==> config.mk <==
export PLATFORM = sky130hd
export DESIGN_NAME = paicore_send_nch_flat
export DESIGN_NICKNAME = d
export VERILOG_FILES = /design/src/rtl/paicore_send_nch_if.sv /design/src/rtl/paicore_send_nch.sv /design/src/flat_wrapper.sv
export SDC_FILE = /design/constraint.sdc
export NUM_CORES = 2
export LEC_CHECK = 0
export ABC_AREA = 1
export CAP_MARGIN = 20
export CORE_MARGIN = 1
export CORE_UTILIZATION = 40
export DETAILED_ROUTE_END_ITERATION = 10
export PLACE_DENSITY_LB_ADDON = 0.05
export SLEW_MARGIN = 10
export SYNTH_ARGS = -nofsm -noshare
export SYNTH_HDL_FRONTEND = slang
export SYNTH_SLANG_ARGS = --single-unit
==> constraint.sdc <==
create_clock -name s_axis_aclk -period 6.5 [get_ports s_axis_aclk]
set_input_delay 1.3 -clock s_axis_aclk [delete_from_list [all_inputs] [get_ports s_axis_aclk]]
set_output_delay 1.3 -clock s_axis_aclk [all_outputs]
set_load 0.005 [all_outputs]
==> src/rtl/paicore_send_nch_if.sv <==
// Input frame stream bundle for the N-channel PAICORE sender.
// A beat transfers on a rising clock edge where both s_axis_tvalid and
// s_axis_tready are 1; the master holds tdata/tlast stable while tvalid is
// high and tready is low, and tready never waits on tvalid.
interface paicore_send_nch_if;
    logic [63:0] s_axis_tdata;
    logic        s_axis_tlast;
    logic        s_axis_tvalid;
    logic        s_axis_tready;

    modport master (
        output s_axis_tdata,
        output s_axis_tlast,
        output s_axis_tvalid,
        input  s_axis_tready
    );

    modport slave (
        input  s_axis_tdata,
        input  s_axis_tlast,
        input  s_axis_tvalid,
        output s_axis_tready
    );
endinterface

==> src/rtl/paicore_send_nch.sv <==
// N-channel PAICORE sender: buffers a 64-bit frame stream in a FIFO,
// dispatches words by broadcast or in-order round-robin over a channel mask,
// and serialises each word into two 32-bit four-phase req/ack transfers.
module paicore_send_nch #(
    parameter int NUM_CH      = 4,
    parameter int FIFO_DEPTH  = 16,
    parameter int SYNC_STAGES = 2
) (
    input  logic                   s_axis_aclk,
    input  logic                   s_axis_aresetn,
    input  logic                   fork_enable,
    input  logic [NUM_CH-1:0]      ch_en,
    input  logic [31:0]            send_len,
    output logic [31:0]            data_cnt,
    output logic [31:0]            tlast_cnt,
    paicore_send_nch_if.slave      s_axis,
    input  logic [NUM_CH-1:0]      acknowledge,
    output logic [NUM_CH*32-1:0]   dout,
    output logic [NUM_CH-1:0]      request,
    output logic                   busy,
    output logic                   o_tx_done
);
    localparam int AW = $clog2(FIFO_DEPTH);
    localparam int PW = (NUM_CH > 1) ? $clog2(NUM_CH) : 1;

    typedef enum logic [2:0] {
        ST_IDLE, ST_REQ_LO, ST_REL_LO, ST_REQ_HI, ST_REL_HI
    } ch_state_e;

    // ---------------- input FIFO ----------------
    logic [63:0]  mem_q [FIFO_DEPTH];
    logic [AW:0]  wr_ptr_q, rd_ptr_q;
    logic         rdy_en_q;
    logic [31:0]  data_cnt_q, tlast_cnt_q;
    logic         fifo_full, fifo_empty, wr_en, pop;
    logic [63:0]  fifo_head;

    assign fifo_empty = (wr_ptr_q == rd_ptr_q);
    assign fifo_full  = (wr_ptr_q[AW] != rd_ptr_q[AW]) &&
                        (wr_ptr_q[AW-1:0] == rd_ptr_q[AW-1:0]);
    // tready is held low through reset and the first cycle after it
    assign s_axis.s_axis_tready = rdy_en_q & ~fifo_full;
    assign wr_en     = s_axis.s_axis_tvalid & s_axis.s_axis_tready;
    assign fifo_head = mem_q[rd_ptr_q[AW-1:0]];
    assign data_cnt  = data_cnt_q;
    assign tlast_cnt = tlast_cnt_q;

    // FIFO storage array; contents are don't-care until written
    always_ff @(posedge s_axis_aclk) begin
        if (wr_en) mem_q[wr_ptr_q[AW-1:0]] <= s_axis.s_axis_tdata;
    end

    // FIFO pointers, tready enable and input beat counters
    always_ff @(posedge s_axis_aclk or negedge s_axis_aresetn) begin
        if (!s_axis_aresetn) begin
            wr_ptr_q    <= '0;
            rd_ptr_q    <= '0;
            rdy_en_q    <= 1'b0;
            data_cnt_q  <= '0;
            tlast_cnt_q <= '0;
        end else begin
            rdy_en_q <= 1'b1;
            if (wr_en) begin
                wr_ptr_q   <= wr_ptr_q + 1'b1;
                data_cnt_q <= data_cnt_q + 32'd1;
                if (s_axis.s_axis_tlast) tlast_cnt_q <= tlast_cnt_q + 32'd1;
            end
            if (pop) rd_ptr_q <= rd_ptr_q + 1'b1;
        end
    end

    // ---------------- acknowledge synchronisers ----------------
    logic [NUM_CH-1:0] sync_q [SYNC_STAGES];
    logic [NUM_CH-1:0] ack_s;

    assign ack_s = sync_q[SYNC_STAGES-1];

    // multi-flop synchroniser for the asynchronous chip acknowledges
    always_ff @(posedge s_axis_aclk or negedge s_axis_aresetn) begin
        if (!s_axis_aresetn) begin
            for (int s = 0; s < SYNC_STAGES; s++) sync_q[s] <= '0;
        end else begin
            sync_q[0] <= acknowledge;
            for (int s = 1; s < SYNC_STAGES; s++) sync_q[s] <= sync_q[s-1];
        end
    end

    // ---------------- transaction control and dispatch ----------------
    logic              busy_q, fork_q, done_q;
    logic [NUM_CH-1:0] chen_q;
    logic [PW-1:0]     ptr_q, ptr_d;
    logic [31:0]       disp_q;
    logic [NUM_CH-1:0] hold_v_q, load_mask, take;
    logic [63:0]       hold_q [NUM_CH];
    ch_state_e         st_q [NUM_CH];
    logic              len_zero, start, eff_fork, may_pop, all_idle, done_cond;
    logic [NUM_CH-1:0] eff_en;
    logic              hi_found, any_found;
    logic [PW-1:0]     hi_idx, lo_idx, sel_idx;

    // A new transaction starts when idle and a word is waiting; on that
    // first edge the live mode/mask are used, afterwards the latched copies.
    assign len_zero  = (send_len == 32'd0);
    assign start     = !busy_q && !fifo_empty && !len_zero;
    assign eff_fork  = busy_q ? fork_q : fork_enable;
    assign eff_en    = busy_q ? chen_q : ch_en;
    assign may_pop   = (busy_q || start) && !fifo_empty && !len_zero &&
                       (disp_q < send_len);
    assign done_cond = busy_q && !len_zero && (disp_q == send_len) &&
                       (hold_v_q == '0) && all_idle;
    assign busy      = busy_q;
    assign o_tx_done = done_q;

    // round-robin target: lowest enabled index >= ptr, else lowest enabled
    always_comb begin
        hi_found  = 1'b0;
        any_found = 1'b0;
        hi_idx    = '0;
        lo_idx    = '0;
        for (int j = NUM_CH - 1; j >= 0; j--) begin
            if (eff_en[j]) begin
                any_found = 1'b1;
                lo_idx    = PW'(j);
                if (j >= int'(ptr_q)) begin
                    hi_found = 1'b1;
                    hi_idx   = PW'(j);
                end
            end
        end
        sel_idx = hi_found ? hi_idx : lo_idx;
        ptr_d   = (sel_idx == PW'(NUM_CH - 1)) ? '0 : sel_idx + 1'b1;
    end

    // pop decision: broadcast waits for every enabled holding register,
    // distribute stalls on the selected channel rather than skipping it
    always_comb begin
        pop       = 1'b0;
        load_mask = '0;
        if (may_pop) begin
            if (eff_fork) begin
                if ((eff_en != '0) && ((eff_en & hold_v_q) == '0)) begin
                    pop       = 1'b1;
                    load_mask = eff_en;
                end
            end else if (any_found && !hold_v_q[sel_idx]) begin
                pop       = 1'b1;
                load_mask = NUM_CH'(1) << sel_idx;
            end
        end
    end

    // transaction latch, dispatched count, pointer and done pulse
    always_ff @(posedge s_axis_aclk or negedge s_axis_aresetn) begin
        if (!s_axis_aresetn) begin
            busy_q <= 1'b0;
            fork_q <= 1'b0;
            chen_q <= '0;
            ptr_q  <= '0;
            disp_q <= '0;
            done_q <= 1'b0;
        end else begin
            done_q <= done_cond;
            if (len_zero || done_cond) begin
                busy_q <= 1'b0;
                disp_q <= '0;
                ptr_q  <= '0;
            end else begin
                if (start) begin
                    busy_q <= 1'b1;
                    fork_q <= fork_enable;
                    chen_q <= ch_en;
                end
                if (pop) begin
                    disp_q <= disp_q + 32'd1;
                    if (!eff_fork) ptr_q <= ptr_d;
                end
            end
        end
    end

    // ---------------- per-channel serialisers ----------------
    logic [31:0]       shift_q [NUM_CH];
    logic [31:0]       dout_q  [NUM_CH];
    logic [NUM_CH-1:0] req_q;

    // a channel takes its holding word from IDLE, or directly at the end of
    // REL_HI for back-to-back words
    always_comb begin
        take     = '0;
        all_idle = 1'b1;
        for (int i = 0; i < NUM_CH; i++) begin
            take[i] = hold_v_q[i] &&
                      ((st_q[i] == ST_IDLE) || ((st_q[i] == ST_REL_HI) && !ack_s[i]));
            if (st_q[i] != ST_IDLE) all_idle = 1'b0;
        end
    end

    // channel FSMs with registered request/dout, plus holding registers
    always_ff @(posedge s_axis_aclk or negedge s_axis_aresetn) begin
        if (!s_axis_aresetn) begin
            for (int i = 0; i < NUM_CH; i++) begin
                st_q[i]    <= ST_IDLE;
                hold_q[i]  <= '0;
                shift_q[i] <= '0;
                dout_q[i]  <= '0;
            end
            hold_v_q <= '0;
            req_q    <= '0;
        end else begin
            for (int i = 0; i < NUM_CH; i++) begin
                if (take[i]) begin
                    shift_q[i] <= hold_q[i][63:32];
                    dout_q[i]  <= hold_q[i][31:0];
                    req_q[i]   <= 1'b1;
                    st_q[i]    <= ST_REQ_LO;
                end else begin
                    case (st_q[i])
                        ST_REQ_LO: if (ack_s[i]) begin
                            req_q[i] <= 1'b0;
                            st_q[i]  <= ST_REL_LO;
                        end
                        ST_REL_LO: if (!ack_s[i]) begin
                            dout_q[i] <= shift_q[i];
                            req_q[i]  <= 1'b1;
                            st_q[i]   <= ST_REQ_HI;
                        end
                        ST_REQ_HI: if (ack_s[i]) begin
                            req_q[i] <= 1'b0;
                            st_q[i]  <= ST_REL_HI;
                        end
                        ST_REL_HI: if (!ack_s[i]) st_q[i] <= ST_IDLE;
                        default: ;
                    endcase
                end
                if (load_mask[i]) begin
                    hold_q[i]   <= fifo_head;
                    hold_v_q[i] <= 1'b1;
                end else if (take[i]) begin
                    hold_v_q[i] <= 1'b0;
                end
            end
        end
    end

    // pack per-channel data onto the flat output bus
    always_comb begin
        dout = '0;
        for (int i = 0; i < NUM_CH; i++) dout[32*i +: 32] = dout_q[i];
    end

    assign request = req_q;

endmodule

==> src/flat_wrapper.sv <==
// flat-port wrapper written by rule: the top's interface ports become plain ports
module paicore_send_nch_flat 
#(
    parameter int NUM_CH      = 4,
    parameter int FIFO_DEPTH  = 16,
    parameter int SYNC_STAGES = 2
)
  (s_axis_aclk, s_axis_aresetn, fork_enable, ch_en, send_len, data_cnt, tlast_cnt, acknowledge, dout, request, busy, o_tx_done, s_axis_s_axis_tdata, s_axis_s_axis_tlast, s_axis_s_axis_tvalid, s_axis_s_axis_tready);
  paicore_send_nch_if s_axis_i ();
  input  logic s_axis_aclk;
  input  logic s_axis_aresetn;
  input  logic fork_enable;
  input  logic [NUM_CH-1:0] ch_en;
  input  logic [31:0] send_len;
  output logic [31:0] data_cnt;
  output logic [31:0] tlast_cnt;
  input  logic [NUM_CH-1:0] acknowledge;
  output logic [NUM_CH*32-1:0] dout;
  output logic [NUM_CH-1:0] request;
  output logic busy;
  output logic o_tx_done;
  input wire logic [$bits(s_axis_i.s_axis_tdata)-1:0] s_axis_s_axis_tdata;
  input wire logic [$bits(s_axis_i.s_axis_tlast)-1:0] s_axis_s_axis_tlast;
  input wire logic [$bits(s_axis_i.s_axis_tvalid)-1:0] s_axis_s_axis_tvalid;
  output wire logic [$bits(s_axis_i.s_axis_tready)-1:0] s_axis_s_axis_tready;
  assign s_axis_i.s_axis_tdata = s_axis_s_axis_tdata;
  assign s_axis_i.s_axis_tlast = s_axis_s_axis_tlast;
  assign s_axis_i.s_axis_tvalid = s_axis_s_axis_tvalid;
  assign s_axis_s_axis_tready = s_axis_i.s_axis_tready;
  paicore_send_nch #(.NUM_CH(NUM_CH), .FIFO_DEPTH(FIFO_DEPTH), .SYNC_STAGES(SYNC_STAGES)) u_core (.s_axis_aclk(s_axis_aclk), .s_axis_aresetn(s_axis_aresetn), .fork_enable(fork_enable), .ch_en(ch_en), .send_len(send_len), .data_cnt(data_cnt), .tlast_cnt(tlast_cnt), .s_axis(s_axis_i), .acknowledge(acknowledge), .dout(dout), .request(request), .busy(busy), .o_tx_done(o_tx_done));
endmodule
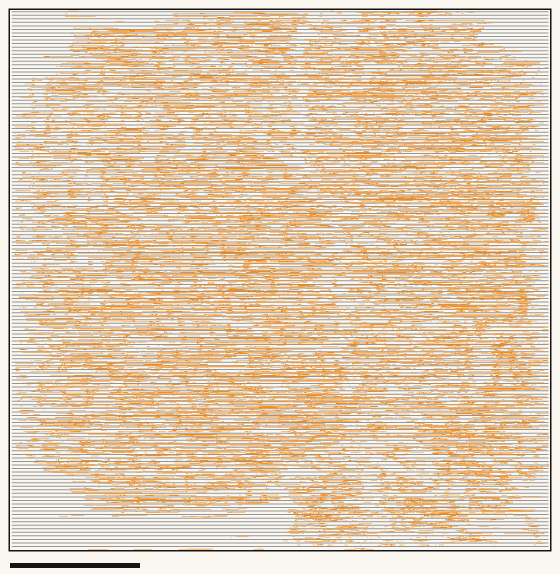
**Above:** metal 1.
Bar = 100 µm. Supply wires on this layer in gray.
main direction: horizontal
longest straight run: 196 µm
share of all routed wire: 45%
wire length on this layer: 94.8 mm

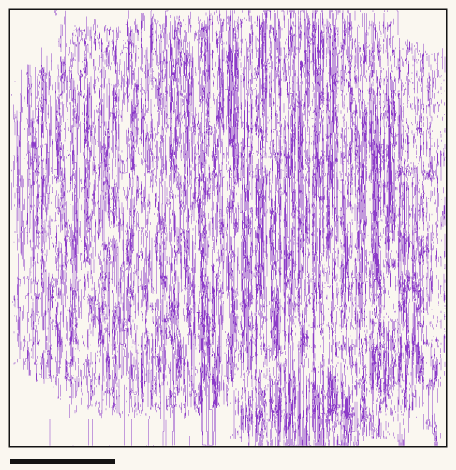
**Above:** signal wires on met2.
Bar = 100 µm.
nets with wire on the layer: 4809
wire length on this layer: 97.9 mm

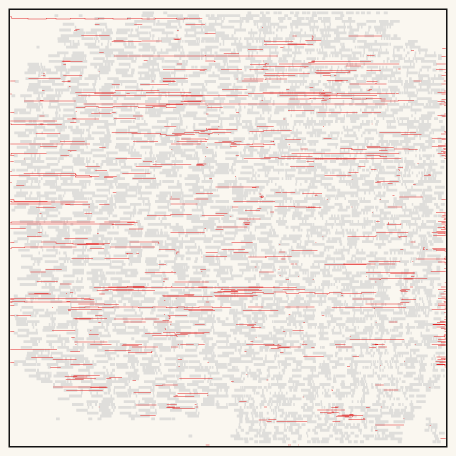
**Above:** met3 routing.
Cells faint in the background.
share of all routed wire: 5.1%
longest straight run: 289 µm
main direction: horizontal
wire length on this layer: 10600 µm

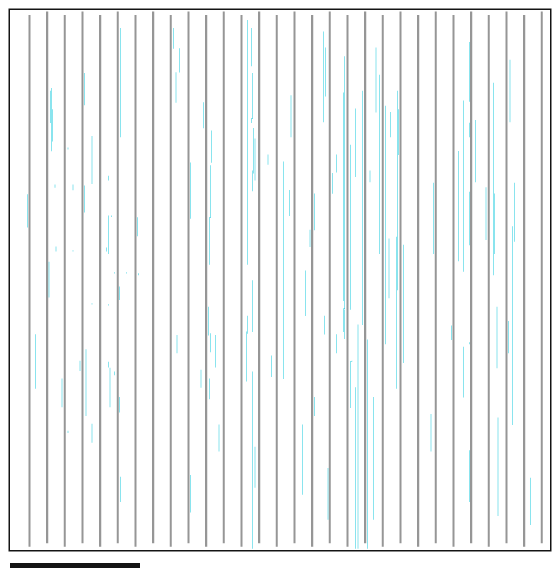
**Above:** metal 4.
Bar = 100 µm. Supply wires on this layer in gray.
longest straight run: 194 µm
main direction: vertical
wire length on this layer: 5530 µm
nets with wire on the layer: 69

==> results_slide.txt <==
Implementation Results

Synthesis
  – Number of cells in Yosys stat: 6029
  – Number of nets at floorplan: 6182

Finish
  – Sequential cell area: 47200 µm²
  – Most frequent cells in the layout: nand2_1 (1126), edfxtp_1 (1024), nor2_1 (865), o21ai_0 (657), dfrtp_1 (652)

Clock network
  – CTS tree: built
  – Post-cts resize count: 0
  – CTS Sinks: 1680

Worst setup path
  – Reg2reg setup slack: 2.35 ns
  – Reg2Reg Capture Point: u_core.mem_q[6][41]
  – CP arrival: 4.58 ns
  – End of the critical path: u_core.mem_q[6][41]
  – FF-to-FF Start: u_core.rd_ptr_q[2]

Global route
  – GR Util All Layers: 24.1%
  – Vias in the first global route: 44938

Final timing
  – Worst hold slack: 0.356 ns
  – Hold Violations, Final: 0

Placed design
  – Post-DP HPWL: 121000 µm

Power and ir drop
  – Clock Power Share: 38.8%
  – Internal: 19800 µW

Run status
  – Status: finished clean

Route
  – Avg WL per Cell: 24.2 µm
-- area by class of cell --
| cell class | count | share of cell area (%) |
|---|---|---|
| flip-flops and latches | 1680 | 59.1 |
| multi-input cells | 3790 | 23.8 |
| clock buffers | 254 | 6.29 |
| repair buffers | 421 | 5.25 |
| well taps | 2218 | 3.48 |
| clock inverters | 83 | 1.11 |
| inverters | 192 | 0.928 |
| diodes | 9 | 0.0282 |
-- cell usage after synthesis, drive strengths merged --
| master | count | area, µm² |
|---|---|---|
| nor2 | 883 | 3320 |
| clkinv | 1 | 3.75 |
| a31oi | 192 | 1200 |
| edfxtp | 1024 | 30700 |
| a21oi | 27 | 146 |
| o221ai | 128 | 1120 |
| xnor2 | 26 | 228 |
| a311oi | 3 | 26.3 |
| mux2 | 1 | 11.3 |
| clkbuf | 277 | 1040 |
| nor4 | 30 | 188 |
| o21a | 1 | 7.51 |
| or2 | 2 | 15.0 |
| nand3 | 80 | 475 |
| o21ai | 832 | 4190 |
| o211ai | 3 | 27.5 |
| a2111oi | 1 | 8.76 |
| nand2 | 1131 | 4260 |
| dfrtp | 656 | 16400 |
| xor2 | 78 | 683 |
| buf | 90 | 687 |
| nor3b | 1 | 7.51 |
| o31ai | 1 | 7.51 |
| conb | 1 | 3.75 |
| o22ai | 133 | 832 |
| ha | 44 | 551 |
| o21bai | 1 | 11.3 |
| a211oi | 4 | 30.0 |
| nand3b | 69 | 518 |
| nand4 | 61 | 382 |
| nor3 | 57 | 290 |
| inv | 191 | 722 |
-- registers in the layout, summed over array words and instances, names as in the netlist, 5 cells and up --
signal and count:
u_core.rd_ptr_q 5, u_core.data_cnt 32, u_core.dout 128, u_core.disp_q 32, u_core.mem_q 1024, u_core.st_q 12
u_core.wr_ptr_q 5, u_core.hold_q 256, u_core.shift_q 128, u_core.tlast_cnt 32
-- cell families after synthesis --
family,synth area share [%]
compound gates,11.2
other cells,0.00550
buf+inv,3.60
xor+xnor,1.34
mux,0.0165
simple gates,13.9
fa+ha+maj,0.808
flops,69.2
-- per-layer routing --
metal	track usage [%]	vias up	wire length, µm
met5	0	-	138
met4	7.00	24	5530
met3	3.62	277	10600
met2	38.6	1155	97900
met1	34.0	23383	94800
li1	-	21791	-
-- per-stage QoR --
step                      instance area, µm²  std cells  util [%]
after global routing                   79800       8640      47.1
after global placement                 73900       8299      43.6
after CTS                              79800       8637      47.1
after detailed placement               73900       8300      43.6
after floorplan                        68200       6029         -
final                                  79800       8647      47.2
-- worst max-delay path, stage by stage (launching register included) --
cell and delay (ns):
dfrtp_4 0.84, xor2_1 0.21, nor2_1 0.09, nand3_1 0.09
nand2_1 0.06, inv_1 0.12, nand2_1 0.09, clkinv_1 0.05
buf_4 0.27, nand2_1 0.32, nor2_4 0.25, buf_4 0.61
buf_4 0.69
-- power groups by stage --
stage | Combinational, µW | Sequential (µW) | Clock [µW]
CTS | 3450 | 12900 | 10500
global placement | 3410 | 13100 | 0
global route | 3770 | 13000 | 11000
floorplan | 1450 | 12900 | 0
finish | 3400 | 12900 | 10300
detailed placement | 3440 | 13100 | 0
Power is estimated from default activity; no workload was simulated.
